Fig. 1: signal wires by layer
Two of the layers only.
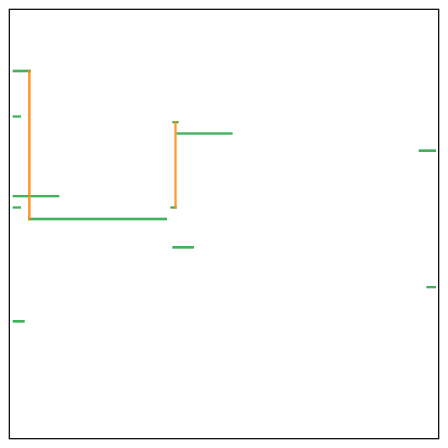
Fig. 2: wires at chosen ports, followed through buffers
The bar under the picture is 20 um long.
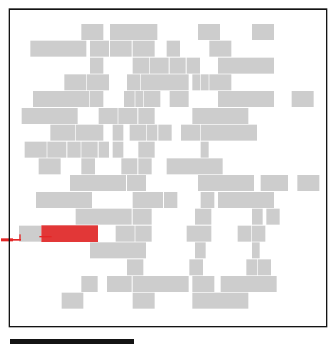
Fig. 3: sequential cells colored by netlist name
Other sequential cells in the stronger gray, the rest of the logic in the fainter gray.
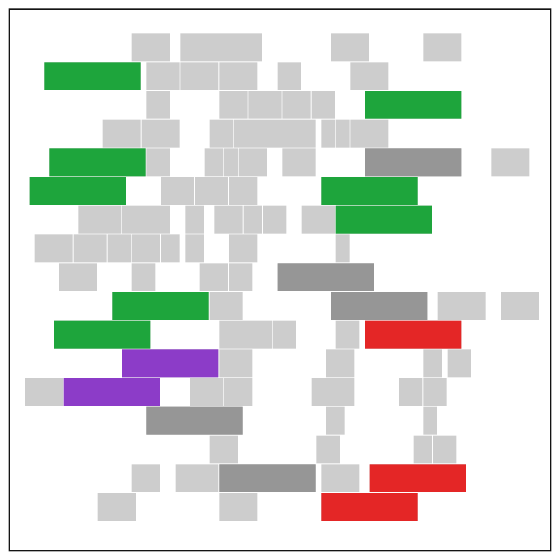
Fig. 4: M2 wires
The bar under the picture is 20 um long.
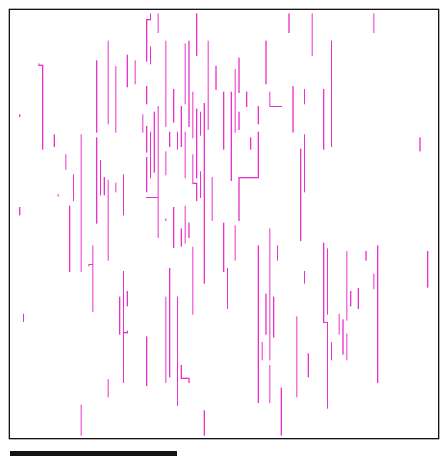
### src/rtl/debounce_edge.sv
// Debounces a slow single-bit level into a stable level,
// one-cycle rise/fall pulses and a saturating rising-edge count.
module debounce_edge #(
  parameter int SYNC_STAGES   = 2,
  parameter int STABLE_CYCLES = 4,
  parameter int CNT_W         = 8
) (
  input  logic             clk,
  input  logic             reset,
  input  logic             d_i,
  input  logic             clr_i,
  output logic             level_o,
  output logic             rise_o,
  output logic             fall_o,
  output logic             busy_o,
  output logic [CNT_W-1:0] edge_cnt_o
);

  localparam int SW = $clog2(STABLE_CYCLES) + 1;
  localparam logic [SW-1:0] STAB_LAST = SW'(STABLE_CYCLES - 1);

  typedef enum logic [1:0] {
    LOW,
    WAIT_HIGH,
    HIGH,
    WAIT_LOW
  } state_t;

  logic [SYNC_STAGES-1:0] r_sync;
  state_t                 r_state;
  logic [SW-1:0]          r_stab;
  logic                   r_level;
  logic                   r_rise;
  logic                   r_fall;
  logic                   r_busy;
  logic [CNT_W-1:0]       r_cnt;

  logic                   w_sync;
  state_t                 w_nstate;
  logic [SW-1:0]          w_nstab;
  logic                   w_rise;
  logic                   w_fall;
  logic [CNT_W-1:0]       w_cnt_base;
  logic [CNT_W-1:0]       w_cnt_next;

  assign w_sync = r_sync[SYNC_STAGES-1];

  always_ff @(posedge clk or negedge reset) begin
    if (!reset) begin
      r_sync <= '0;
    end else begin
      r_sync <= {r_sync[SYNC_STAGES-2:0], d_i};
    end
  end

  always_comb begin
    w_nstate = r_state;
    w_nstab  = r_stab;
    w_rise   = 1'b0;
    w_fall   = 1'b0;
    unique case (r_state)
      LOW: begin
        if (w_sync) begin
          if (STABLE_CYCLES == 1) begin
            w_nstate = HIGH;
            w_rise   = 1'b1;
          end else begin
            w_nstate = WAIT_HIGH;
            w_nstab  = SW'(1);
          end
        end
      end
      WAIT_HIGH: begin
        if (!w_sync) begin
          w_nstate = LOW;
          w_nstab  = '0;
        end else if (r_stab == STAB_LAST) begin
          w_nstate = HIGH;
          w_nstab  = '0;
          w_rise   = 1'b1;
        end else begin
          w_nstab  = r_stab + SW'(1);
        end
      end
      HIGH: begin
        if (!w_sync) begin
          if (STABLE_CYCLES == 1) begin
            w_nstate = LOW;
            w_fall   = 1'b1;
          end else begin
            w_nstate = WAIT_LOW;
            w_nstab  = SW'(1);
          end
        end
      end
      WAIT_LOW: begin
        if (w_sync) begin
          w_nstate = HIGH;
          w_nstab  = '0;
        end else if (r_stab == STAB_LAST) begin
          w_nstate = LOW;
          w_nstab  = '0;
          w_fall   = 1'b1;
        end else begin
          w_nstab  = r_stab + SW'(1);
        end
      end
      default: begin
        w_nstate = LOW;
        w_nstab  = '0;
      end
    endcase
  end

  // clear first, then count, so a clear coinciding with a rise yields 1
  always_comb begin
    w_cnt_base = clr_i ? '0 : r_cnt;
    w_cnt_next = w_cnt_base;
    if (w_rise && (w_cnt_base != {CNT_W{1'b1}})) begin
      w_cnt_next = w_cnt_base + CNT_W'(1);
    end
  end

  always_ff @(posedge clk or negedge reset) begin
    if (!reset) begin
      r_state <= LOW;
      r_stab  <= '0;
      r_level <= 1'b0;
      r_rise  <= 1'b0;
      r_fall  <= 1'b0;
      r_busy  <= 1'b0;
      r_cnt   <= '0;
    end else begin
      r_state <= w_nstate;
      r_stab  <= w_nstab;
      r_level <= (w_nstate == HIGH) || (w_nstate == WAIT_LOW);
      r_rise  <= w_rise;
      r_fall  <= w_fall;
      r_busy  <= (w_nstate == WAIT_HIGH) || (w_nstate == WAIT_LOW);
      r_cnt   <= w_cnt_next;
    end
  end

  assign level_o    = r_level;
  assign rise_o     = r_rise;
  assign fall_o     = r_fall;
  assign busy_o     = r_busy;
  assign edge_cnt_o = r_cnt;

endmodule
### config.mk
export PLATFORM = sky130hd
export DESIGN_NAME = debounce_edge
export DESIGN_NICKNAME = d
export VERILOG_FILES = /design/src/rtl/debounce_edge.sv
export SDC_FILE = /design/constraint.sdc
export NUM_CORES = 1
export LEC_CHECK = 0
export CORE_MARGIN = 1
export CORE_UTILIZATION = 36
export DETAILED_ROUTE_END_ITERATION = 8
export GPL_TIMING_DRIVEN = 1
export PLACE_DENSITY_LB_ADDON = 0.2
export SYNTH_ARGS = -nofsm -noshare
export SYNTH_HDL_FRONTEND = slang
export SYNTH_SLANG_ARGS = --single-unit
export TNS_END_PERCENT = 30
### constraint.sdc
create_clock -name clk -period 2.4 [get_ports clk]
set_clock_uncertainty 0.1 [all_clocks]
set_input_delay 0.48 -clock clk [delete_from_list [all_inputs] [get_ports clk]]
set_output_delay 0.48 -clock clk [all_outputs]
set_load 0.05 [all_outputs]
==> flow.log <==
[metrics] run summary
INFO  metric worst_path_max_delay_cell = sky130_fd_sc_hd__clkdlybuf4s50_1
INFO  metric final_weighted_congestion_of_routability_driven_global_placement = 0.790
INFO  metric initial_utilization = 38.6%
INFO  metric clk_root_buffer_cell = sky130_fd_sc_hd__clkbuf_4
INFO  metric status = completed
INFO  metric cts_tree = built
INFO  metric post_synth_top_cells = sky130_fd_sc_hd__dfrtp_1 (18), sky130_fd_sc_hd__nand2b_1 (9), sky130_fd_sc_hd__xnor2_1 (5)
INFO  metric cts.sinks = 18
INFO  metric fin_setup_tns = 0 ns
INFO  metric tapCellCount = 28
INFO  metric min_path_type = flop to flop
INFO  metric yosys.cell_types.count = 29
INFO  metric cts_max_level = 1
INFO  metric relSlewSlack = 66.4%
INFO  metric openroad.warnings = 26
INFO  metric die_x_size = 51.1 um
INFO  metric worst_path_depth = 1
INFO  metric power_density = 740 mW/mm^2
INFO  metric inverters = 1
INFO  metric grt_first_pass_wirelength = 2.64 mm
INFO  metric critical_path.endpoint_type = output port
INFO  metric cts.repair.resized = 0
INFO  metric post_synthesis_instance_total = 73
INFO  metric overflow = 0
INFO  metric drt_first_iter_violations = 10
INFO  metric numCtsBuffers = 3
INFO  metric final.fill_count = 230
INFO  metric cp-start-kind = flop
INFO  metric die_height = 51.1 um
INFO  metric grt_start_max_net_pins = 19
INFO  metric layout.area.top_class = registers
INFO  metric antenna-diode-count = 0
INFO  metric most-common-layout-cells = sky130_fd_sc_hd__dfrtp_1 (18), sky130_fd_sc_hd__clkdlybuf4s50_1 (15), sky130_fd_sc_hd__nand2b_1 (9), sky130_fd_sc_hd__xnor2_1 (5), sky130_fd_sc_hd__buf_4 (5)
INFO  metric clock_area_share = 3.28%
INFO  metric yosysWarnings = 0
INFO  metric path_class = flop to output port
INFO  metric asyncSetResetFlopFracSynth = 100%
INFO  metric crit_chain = clkdlybuf4s50_1
INFO  metric floorplan.nets = 79
INFO  metric clkLatencyLatePin = 0.29 ns
INFO  metric proportion_of_layout_cells_with_a_drive_suffix_above_1 = 14.9%
INFO  metric count_of_library_flops_with_an_enable_pin = 0
INFO  metric timing.critical_path.buf_inv = 1
INFO  metric std_cell_rows = 17
INFO  metric yosys-stat-area = 870 um^2
INFO  metric seq_cell_count = 18
INFO  metric hpwl = 1.07 mm
INFO  metric fp.dieArea = 0.00262 mm^2
INFO  metric worst_pin_slew = 0.502 ns
INFO  metric timing_max_transition_violations_final = 0
INFO  metric buf_share = 16.9%
INFO  metric post-cts-setup-buffers = 0
INFO  metric synthTopCellsByArea = sky130_fd_sc_hd__dfrtp_1 (52%), sky130_fd_sc_hd__nand2b_1 (6.5%), sky130_fd_sc_hd__xnor2_1 (5.0%), sky130_fd_sc_hd__nor4_4 (4.9%), sky130_fd_sc_hd__ha_1 (2.9%)
INFO  metric grt_pass1_vias = 581
INFO  metric cts.path.max_buffers = 2
INFO  metric netlist_area = 870 um^2
INFO  metric hold-path-cell-count = 0
INFO  metric synthesis.area_per_instance = 11.9 um^2
INFO  metric number_of_multi_input_logic_gates = 51
INFO  metric ys_dominant_reg_cell = sky130_fd_sc_hd__dfrtp_1
INFO  metric final_antenna_net_count = 0
INFO  metric cpPeakStageDelay = 0.84 ns
INFO  metric achievable-frequency = 0.468 GHz
INFO  metric count_of_endpoints_failing_setup_in_the_final_report = 0
INFO  metric maxcap_viol_count = 0
INFO  metric power_leakage = 0.000470 uW
INFO  metric core_area = 0.00225 mm^2
INFO  metric dr.pass1.iters = 4
INFO  metric finalCritPeriodShare = 89.1%
INFO  metric finish.net_count = 101
INFO  metric layout_top_cell_excl_fill_tap = sky130_fd_sc_hd__dfrtp_1
INFO  metric critPathTopFamily = buffers and inverters
INFO  metric number_of_antenna_violations_at_the_first_check_in_global_routing = 0
INFO  metric yosys.stat.seqShare = 51.8%
Notes on Fig. 1 above:
metal 3: drawn in green, wire length 37.8 um. metal 4: drawn in orange, wire length 27.9 um.
Routed Wire Length: 1.46 mm
DR WL/cell: 11.9 um
total via count in the routed design: 577
Total Routing Usage GR: 14.2%

Notes on Fig. 2 above:
d_i: drawn in red, bits 1, direction input, edge left, end cells 1, buffers 1, wire 3.80 um.
IO Pins: 16
Buffers on Ports: 15

Notes on Fig. 3 above:
edge_cnt_o: drawn in green, sequential cells 8. r_sync: drawn in purple, sequential cells 2. r_stab: drawn in red, sequential cells 3.
Another 5 sequential cells are not colored.
final cell utilization of the core: 49.1%
fraction of area in registers: 40.7%
combined flip-flop and latch cell area: 450 um^2
Sequential Power: 386 uW

Notes on Fig. 4 above:
The layer holds 45% of the routed length. 83 nets have wire on it. The layer carries 653 um of wire. The longest straight run is 21.4 um.
global routing met2 resource utilization: 20.6%

metal layers:
metal / GRT usage (%) / routed length (um) / share of wire (%)
met5: 0 / 0 / 0
met4: 9.72 / 27 / 1.9
met3: 2.68 / 37 / 2.5
met2: 20.6 / 652 / 45
met1: 19.1 / 737 / 51
worst paths after layout:
path | from | to | slack (ns)
max | edge_cnt_o[2] | edge_cnt_o[2] | 0.26
max reg2reg | r_stab[0] | edge_cnt_o[1] | 0.30
max in group asynchronous | reset | r_stab[2] | 1.62
min in group asynchronous | reset | edge_cnt_o[1] | 0.40
min reg2reg | r_sync[0] | r_sync[1] | 0.26
min | r_sync[0] | r_sync[1] | 0.26
stage by stage:
stage	cell area [um^2]	instances	total power [uW]	worst slack [ns]	hold slack [ns]
3_5_place_dp	1070	118	643	0.0181	0.239
5_1_grt	1110	122	875	0.187	0.283
4_1_cts	1110	122	832	0.242	0.263
3_3_place_gp	1070	118	634	0.0638	0.232
2_1_floorplan	870	73	562	0.342	0.0844
6_report	1110	122	819	0.261	0.259
flip-flops by register name, indices dropped and copies added, names as in the netlist:
| signal | count |
|---|---|
| busy_o | 1 |
| edge_cnt_o | 8 |
| fall_o | 1 |
| level_o | 1 |
| r_stab | 3 |
| r_state | 1 |
| r_sync | 2 |
| rise_o | 1 |
cells by family after synthesis:
logic type               count (synthesis)  synth area share, %
flip-flops                              18                 51.8
AND/OR/NAND/NOR                         36                 29.9
multiplexers                             3                 3.74
AND-OR/OR-AND                            3                 1.73
XOR/XNOR                                 7                 7.05
adder cells (fa/ha/maj)                  2                 2.88
buffers and inverters                    4                 2.88
power by group:
group	switching [uW]	internal [uW]	total, uW
clock	94.6	92.4	187
sequential	38.0	348	386
combinational	145	100	246
No activity file was given, so power comes from the tool's default toggle rates.
